--- src/rtl/fiber_frame_unpacker_pkg.sv ---
// rtl/fiber_frame_unpacker_pkg.sv - shared fiber frame definitions (header layout, markers, fsm states)
package fiber_frame_unpacker_pkg;

  localparam logic [15:0] SYNC_WORD_DEF = 16'hA5C3;
  localparam int          WORD_W        = 32;
  localparam int          SAMPLE_W_DEF  = 12;
  localparam int          HDR_SYNC_LSB  = 16;
  localparam int          HDR_CTRL_LSB  = 8;
  localparam int          HDR_SEQ_LSB   = 0;
  localparam int          PAY_MARK_LSB  = 24;
  localparam logic [7:0]  PAYLOAD_MARK  = 8'h00;
  localparam logic [15:0] CNT_MAX       = 16'hFFFF;

  typedef enum logic [1:0] {
    ST_HUNT    = 2'd0,
    ST_PAYLOAD = 2'd1,
    ST_HEADER  = 2'd2
  } state_t;

  typedef enum logic [1:0] {
    WC_HEADER,
    WC_PAYLOAD,
    WC_BAD
  } word_class_t;

  // Header check wins: a sync word can never also look like payload.
  function automatic word_class_t classify(input logic [WORD_W-1:0] w, input logic [15:0] sync);
    if (w[HDR_SYNC_LSB +: 16] == sync) return WC_HEADER;
    if (w[PAY_MARK_LSB +: 8] == PAYLOAD_MARK) return WC_PAYLOAD;
    return WC_BAD;
  endfunction

endpackage

--- src/rtl/fiber_frame_unpacker_if.sv ---
// rtl/fiber_frame_unpacker_if.sv - fifo read side and sample output stream of the deframer
interface fiber_frame_unpacker_if
  import fiber_frame_unpacker_pkg::*;
#(
  parameter int SAMPLE_W = SAMPLE_W_DEF
) ();

  logic                fifo_rd_en;
  logic [WORD_W-1:0]   fifo_rd_data;
  logic                fifo_empty;
  logic                sample_valid;
  logic [SAMPLE_W-1:0] sample_a;
  logic [SAMPLE_W-1:0] sample_b;
  logic                frame_start;

  modport master (
    output fifo_rd_en, sample_valid, sample_a, sample_b, frame_start,
    input  fifo_rd_data, fifo_empty
  );

  modport slave (
    input  fifo_rd_en, sample_valid, sample_a, sample_b, frame_start,
    output fifo_rd_data, fifo_empty
  );

endinterface

--- src/rtl/fiber_frame_unpacker_sat_cnt16.sv ---
// rtl/fiber_frame_unpacker_sat_cnt16.sv - 16-bit saturating event counter, clear beats increment
module sat_cnt16
  import fiber_frame_unpacker_pkg::*;
(
  input  logic        clk,
  input  logic        rst_n,
  input  logic        inc,
  input  logic        clr,
  output logic [15:0] cnt
);

  always_ff @(posedge clk or negedge rst_n) begin
    if (!rst_n) begin
      cnt <= '0;
    end else if (clr) begin
      cnt <= '0;
    end else if (inc && (cnt != CNT_MAX)) begin
      cnt <= cnt + 16'd1;
    end
  end

endmodule

--- src/rtl/fiber_frame_unpacker.sv ---
// rtl/fiber_frame_unpacker.sv - receive deframer: fifo words to paired adc samples, lock and error tracking
module fiber_frame_unpacker
  import fiber_frame_unpacker_pkg::*;
#(
  parameter logic [15:0] SYNC_WORD   = SYNC_WORD_DEF,
  parameter int          FRAME_LEN   = 64,
  parameter int          LOCK_FRAMES = 4,
  parameter int          SAMPLE_W    = SAMPLE_W_DEF
) (
  input  logic                   clk,
  input  logic                   rst_n,
  fiber_frame_unpacker_if.master bus,
  input  logic                   clr_cnt,
  output logic [7:0]             ctrl_word,
  output logic [7:0]             seq_num,
  output logic                   locked,
  output logic [15:0]            frame_err_cnt,
  output logic [15:0]            seq_err_cnt
);

  localparam logic [7:0] LAST_WORD = 8'(FRAME_LEN - 1);
  localparam logic [3:0] LOCK_CNT  = 4'(LOCK_FRAMES);

  state_t      state_q, state_d;
  word_class_t wclass;
  logic        word_vld;
  logic [7:0]  wcnt_q, wcnt_d;
  logic [3:0]  good_q, good_d;
  logic        locked_d;
  logic [7:0]  ctrl_d, seq_d, hdr_ctrl, hdr_seq;
  logic        smp_d, fstart_d, frame_err_inc, seq_err_inc;

  assign bus.fifo_rd_en = !bus.fifo_empty;
  assign wclass         = classify(bus.fifo_rd_data, SYNC_WORD);
  assign hdr_ctrl       = bus.fifo_rd_data[HDR_CTRL_LSB +: 8];
  assign hdr_seq        = bus.fifo_rd_data[HDR_SEQ_LSB +: 8];

  always_comb begin
    state_d       = state_q;
    wcnt_d        = wcnt_q;
    good_d        = good_q;
    locked_d      = locked;
    ctrl_d        = ctrl_word;
    seq_d         = seq_num;
    smp_d         = 1'b0;
    fstart_d      = 1'b0;
    frame_err_inc = 1'b0;
    seq_err_inc   = 1'b0;
    if (word_vld) begin
      case (state_q)
        ST_HUNT: begin
          if (wclass == WC_HEADER) begin
            ctrl_d  = hdr_ctrl;
            seq_d   = hdr_seq;
            good_d  = '0;
            wcnt_d  = '0;
            state_d = ST_PAYLOAD;
          end
        end
        ST_PAYLOAD: begin
          if (wclass == WC_PAYLOAD) begin
            smp_d    = 1'b1;
            fstart_d = (wcnt_q == 8'd0);
            wcnt_d   = wcnt_q + 8'd1;
            if (wcnt_q == LAST_WORD) state_d = ST_HEADER;
          end else begin
            frame_err_inc = 1'b1;
            locked_d      = 1'b0;
            good_d        = '0;
            // A header arriving early restarts the frame instead of rehunting.
            if (wclass == WC_HEADER) begin
              ctrl_d = hdr_ctrl;
              seq_d  = hdr_seq;
              wcnt_d = '0;
            end else begin
              state_d = ST_HUNT;
            end
          end
        end
        ST_HEADER: begin
          if (wclass == WC_HEADER) begin
            seq_err_inc = (hdr_seq != seq_num + 8'd1);
            ctrl_d      = hdr_ctrl;
            seq_d       = hdr_seq;
            wcnt_d      = '0;
            state_d     = ST_PAYLOAD;
            if (good_q != LOCK_CNT) good_d = good_q + 4'd1;
            locked_d    = (good_d == LOCK_CNT);
          end else begin
            frame_err_inc = 1'b1;
            locked_d      = 1'b0;
            good_d        = '0;
            state_d       = ST_HUNT;
          end
        end
        default: state_d = ST_HUNT;
      endcase
    end
  end

  always_ff @(posedge clk or negedge rst_n) begin
    if (!rst_n) begin
      state_q          <= ST_HUNT;
      word_vld         <= 1'b0;
      wcnt_q           <= '0;
      good_q           <= '0;
      locked           <= 1'b0;
      ctrl_word        <= '0;
      seq_num          <= '0;
      bus.sample_valid <= 1'b0;
      bus.frame_start  <= 1'b0;
      bus.sample_a     <= '0;
      bus.sample_b     <= '0;
    end else begin
      state_q          <= state_d;
      word_vld         <= bus.fifo_rd_en;
      wcnt_q           <= wcnt_d;
      good_q           <= good_d;
      locked           <= locked_d;
      ctrl_word        <= ctrl_d;
      seq_num          <= seq_d;
      bus.sample_valid <= smp_d;
      bus.frame_start  <= fstart_d;
      if (smp_d) begin
        bus.sample_a <= bus.fifo_rd_data[SAMPLE_W-1:0];
        bus.sample_b <= bus.fifo_rd_data[2*SAMPLE_W-1:SAMPLE_W];
      end
    end
  end

  sat_cnt16 u_frame_err (
    .clk   (clk),
    .rst_n (rst_n),
    .inc   (frame_err_inc),
    .clr   (clr_cnt),
    .cnt   (frame_err_cnt)
  );

  sat_cnt16 u_seq_err (
    .clk   (clk),
    .rst_n (rst_n),
    .inc   (seq_err_inc),
    .clr   (clr_cnt),
    .cnt   (seq_err_cnt)
  );

endmodule

--- src/flat_wrapper.sv ---
// flat-port wrapper written by rule: the top's interface ports become plain ports
module fiber_frame_unpacker_flat import fiber_frame_unpacker_pkg::*;
#(
  parameter logic [15:0] SYNC_WORD   = SYNC_WORD_DEF,
  parameter int          FRAME_LEN   = 64,
  parameter int          LOCK_FRAMES = 4,
  parameter int          SAMPLE_W    = SAMPLE_W_DEF
)
  (clk, rst_n, clr_cnt, ctrl_word, seq_num, locked, frame_err_cnt, seq_err_cnt, bus_fifo_rd_en, bus_sample_valid, bus_sample_a, bus_sample_b, bus_frame_start, bus_fifo_rd_data, bus_fifo_empty);
  fiber_frame_unpacker_if #(.SAMPLE_W(SAMPLE_W)) bus_i ();
  input  logic clk;
  input  logic rst_n;
  input  logic clr_cnt;
  output logic [7:0] ctrl_word;
  output logic [7:0] seq_num;
  output logic locked;
  output logic [15:0] frame_err_cnt;
  output logic [15:0] seq_err_cnt;
  output wire logic [$bits(bus_i.fifo_rd_en)-1:0] bus_fifo_rd_en;
  output wire logic [$bits(bus_i.sample_valid)-1:0] bus_sample_valid;
  output wire logic [$bits(bus_i.sample_a)-1:0] bus_sample_a;
  output wire logic [$bits(bus_i.sample_b)-1:0] bus_sample_b;
  output wire logic [$bits(bus_i.frame_start)-1:0] bus_frame_start;
  input wire logic [$bits(bus_i.fifo_rd_data)-1:0] bus_fifo_rd_data;
  input wire logic [$bits(bus_i.fifo_empty)-1:0] bus_fifo_empty;
  assign bus_fifo_rd_en = bus_i.fifo_rd_en;
  assign bus_sample_valid = bus_i.sample_valid;
  assign bus_sample_a = bus_i.sample_a;
  assign bus_sample_b = bus_i.sample_b;
  assign bus_frame_start = bus_i.frame_start;
  assign bus_i.fifo_rd_data = bus_fifo_rd_data;
  assign bus_i.fifo_empty = bus_fifo_empty;
  fiber_frame_unpacker #(.SYNC_WORD(SYNC_WORD), .FRAME_LEN(FRAME_LEN), .LOCK_FRAMES(LOCK_FRAMES), .SAMPLE_W(SAMPLE_W)) u_core (.clk(clk), .rst_n(rst_n), .bus(bus_i), .clr_cnt(clr_cnt), .ctrl_word(ctrl_word), .seq_num(seq_num), .locked(locked), .frame_err_cnt(frame_err_cnt), .seq_err_cnt(seq_err_cnt));
endmodule
--- config.mk ---
export PLATFORM = sky130hd
export DESIGN_NAME = fiber_frame_unpacker_flat
export DESIGN_NICKNAME = d
export VERILOG_FILES = /design/src/rtl/fiber_frame_unpacker_pkg.sv /design/src/rtl/fiber_frame_unpacker_if.sv /design/src/rtl/fiber_frame_unpacker_sat_cnt16.sv /design/src/rtl/fiber_frame_unpacker.sv /design/src/flat_wrapper.sv
export SDC_FILE = /design/constraint.sdc
export NUM_CORES = 1
export LEC_CHECK = 0
export ABC_AREA = 1
export CORE_MARGIN = 5
export CORE_UTILIZATION = 52
export CTS_CLUSTER_DIAMETER = 60
export DETAILED_ROUTE_END_ITERATION = 10
export GPL_ROUTABILITY_DRIVEN = 0
export PLACE_DENSITY = 0.79
export SKIP_LAST_GASP = 1
export SYNTH_ARGS = -nofsm -noshare
export SYNTH_HDL_FRONTEND = slang
export SYNTH_HIERARCHICAL = 1
export SYNTH_SLANG_ARGS = --single-unit
--- constraint.sdc ---
create_clock -name clk -period 2.5 [get_ports clk]
set_clock_uncertainty 0.2 [all_clocks]
set_input_delay 0.375 -clock clk [delete_from_list [all_inputs] [get_ports clk]]
set_output_delay 0.375 -clock clk [all_outputs]
set_load 0.005 [all_outputs]
==> results_tabular.tex <==
% Yosys + OpenROAD metrics
\begin{tabular}{lr}
\hline
Metric & Value \\
\hline
\multicolumn{2}{l}{\textbf{STA}} \\
Max-slew violations & 0 \\
Total negative setup slack & 0 ps \\
Setup Viol. Count Final & 0 \\
Post-route minimum period & $\sim$2300 ps \\
Worst relative slew slack & 45.9\% \\
Setup repair after global routing missed its margin & false \\
Slew at the pin with the worst max-slew slack & 810 ps \\
\multicolumn{2}{l}{\textbf{Pwr}} \\
Pwr Total & $\sim$0.0030 W \\
Maximum resistive drop on vdd & between 0.2 and 0.25 mV \\
\multicolumn{2}{l}{\textbf{Global routing}} \\
Met3 Use GR & between 3 and 4\% \\
Most congested layer reported by global routing & met2 \\
Via count of the first global-routing pass & between 5000 and 6000 \\
Global-route met1 utilization & slightly below 30\% \\
Wire length of the first global-routing pass & roughly 24000 microns \\
GR met2 Demand/Resource & 42.0\% \\
\multicolumn{2}{l}{\textbf{Worst setup path}} \\
Source of the worst register-to-register timing path & u\_core/seq\_num[0]\$\_DFFE\_PN0P\_ \\
Startpoint type of the worst setup path & flip-flop \\
Critical Path Stages & 14 \\
Kind of cell adding the most delay to the critical path & simple AND/OR/NAND/NOR gates \\
Delay of the slowest critical-path stage & around 440 ps \\
Worst reg2reg endpoint & u\_core/u\_seq\_err/cnt[0]\$\_DFFE\_PN0P\_ \\
Cell mode on critical path & sky130\_fd\_sc\_hd\_\_nand2\_1 \\
Critical path capture point & u\_core/u\_seq\_err/cnt[0]\$\_DFFE\_PN0P\_ \\
Start point of the critical path & u\_core/seq\_num[0]\$\_DFFE\_PN0P\_ \\
Highest net fanout along the worst path & 12 \\
Reg2Reg Setup Slack & approximately 230 ps \\
\multicolumn{2}{l}{\textbf{Logic synthesis}} \\
Dominant cell area share & about 43\% \\
Top cells, area & sky130\_fd\_sc\_hd\_\_dfrtp\_1 43\%, sky130\_fd\_sc\_hd\_\_nand2\_1 19\%, sky130\_fd\_sc\_hd\_\_nand3\_1 5.8\%, sky130\_fd\_sc\_hd\_\_nor2\_1 5.3\%, sky130\_fd\_sc\_hd\_\_inv\_1 4.5\% \\
Distinct cells, synth & 32 \\
Dominant cell by count in the synthesized netlist & sky130\_fd\_sc\_hd\_\_nand2\_1 \\
Post-synthesis instance area & $\sim$5300 sq um \\
Most used standard cells in the synthesized netlist & 262 x sky130\_fd\_sc\_hd\_\_nand2\_1, 90 x sky130\_fd\_sc\_hd\_\_dfrtp\_1, 75 x sky130\_fd\_sc\_hd\_\_nor2\_1 \\
Post-synth seq share & 42.8\% \\
Synthesized net count & about 770 \\
\multicolumn{2}{l}{\textbf{Cells and area}} \\
Share of final-layout standard cells stronger than drive strength 1 & under 10\% \\
Fillers & $\sim$850 \\
Ant diodes & 0 \\
\multicolumn{2}{l}{\textbf{Run status}} \\
Status & finished, final reports clean \\
\multicolumn{2}{l}{\textbf{Detailed routing}} \\
Post-DRT Antenna Nets & 0 \\
Total vias in the final route & 5169 \\
Via count normalized by instance count & between 5 and 6 \\
\multicolumn{2}{l}{\textbf{Clocking}} \\
Worst skew pair latency & approximately 360 ps \\
\multicolumn{2}{l}{\textbf{Floorplanning}} \\
Row Count & 36 \\
Die outline area & around 12000 sq um \\
Die span in x & around 110 microns \\
Initial core utilization & 53.6\% \\
\multicolumn{2}{l}{\textbf{Worst hold path}} \\
Type of the tightest min-delay check & flip-flop to flip-flop \\
Hold wc startpoint & u\_core/ctrl\_word[4]\$\_DFFE\_PN0P\_ \\
\hline
\end{tabular}
[report_power, final]
part           switching [W]  internal [W]  total, W
logic               0.000258      0.000173  0.000431
registers          0.0000210       0.00148   0.00150
clock network       0.000533      0.000522   0.00106
total               0.000811       0.00217   0.00298
[cells by family after synthesis]
family / after synthesis / share of synthesized area [%]
buffers and inverters: 84 / 7.08
flip-flops: 90 / 42.8
AND/OR/NAND/NOR: 455 / 37.4
AND-OR/OR-AND: 60 / 6.58
XOR/XNOR: 21 / 3.49
adder cells (fa/ha/maj): 11 / 2.61
[sequential cells by signal, summed over array words and instances (netlist names)]
signal and cells:
u_core/state_q 2, u_core/ctrl_word 8, u_core/good_q 4, u_core/bus.frame_start 1, u_core/word_vld 1, u_core/bus.sample_valid 1
u_core/locked 1, u_core/u_frame_err/cnt 16, u_core/bus.sample_a 12, u_core/seq_num 8, u_core/u_seq_err/cnt 16, u_core/bus.sample_b 12
u_core/wcnt_q 8
[layout make-up]
| type | instances | share of cell area, % |
|---|---|---|
| multi-input combinational | 547 | 38.5 |
| clock buffer | 11 | 2.21 |
| sequential | 90 | 32.8 |
| clock inverter | 5 | 0.894 |
| timing repair buffer | 136 | 19.3 |
| inverter | 68 | 3.80 |
| tap | 133 | 2.43 |
[repair_timing]
action                                  CTS  global route
gates resized                             0             2
hold buffers                              1             0
endpoints found under the setup margin    0            16
buffers inserted                          0             0
hold endpoints to repair                 32             0
[worst reg2reg max path, delay by kind of cell, from the launching register on]
family	cells	cell delay (ps)
compound gates	1	100
fa+ha+maj	1	220
buf+inv	2	240
flops	1	440
simple gates	10	950
[through the flow]
stage,cells,worst slack (ps)
2_1_floorplan,721,432
3_3_place_gp,973,30.1
3_5_place_dp,973,-63.1
4_1_cts,990,143
5_1_grt,990,20.2
6_report,990,231
layers.png
Only two layers are drawn.
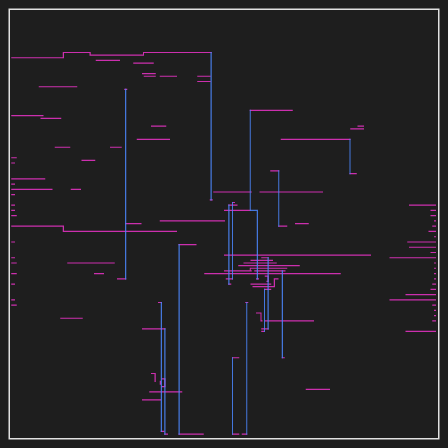
[M4] blue | wire length: 411 microns
[M3] magenta | wire length: 608 microns
all-layer global routing usage: 23.7%
detail-routed net length per standard cell: 14.8 microns
total wire length after detailed routing: 14600 microns

sizing.png
Bar = 20 microns.
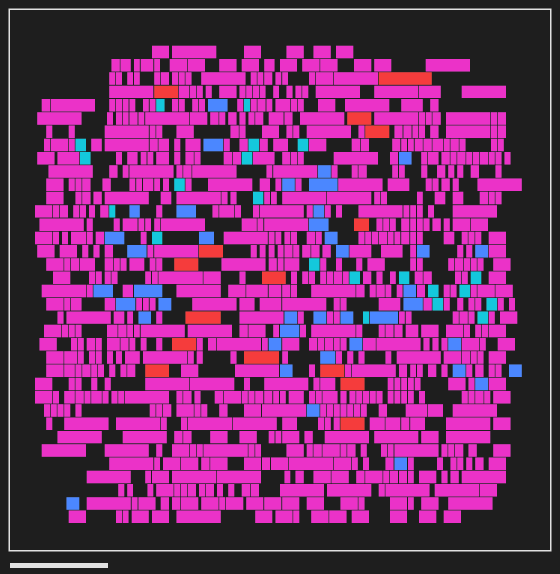
[x1 and smaller] magenta | cells: 781
[x3 and x4] blue | cells: 40
[x6 and larger] red | cells: 15
[x2] cyan | cells: 21
Non-Clock Buffer Count: 136
area grow syn2layout: 30.3%

Power figures rest on the tool's default switching activity, not on a simulated workload.
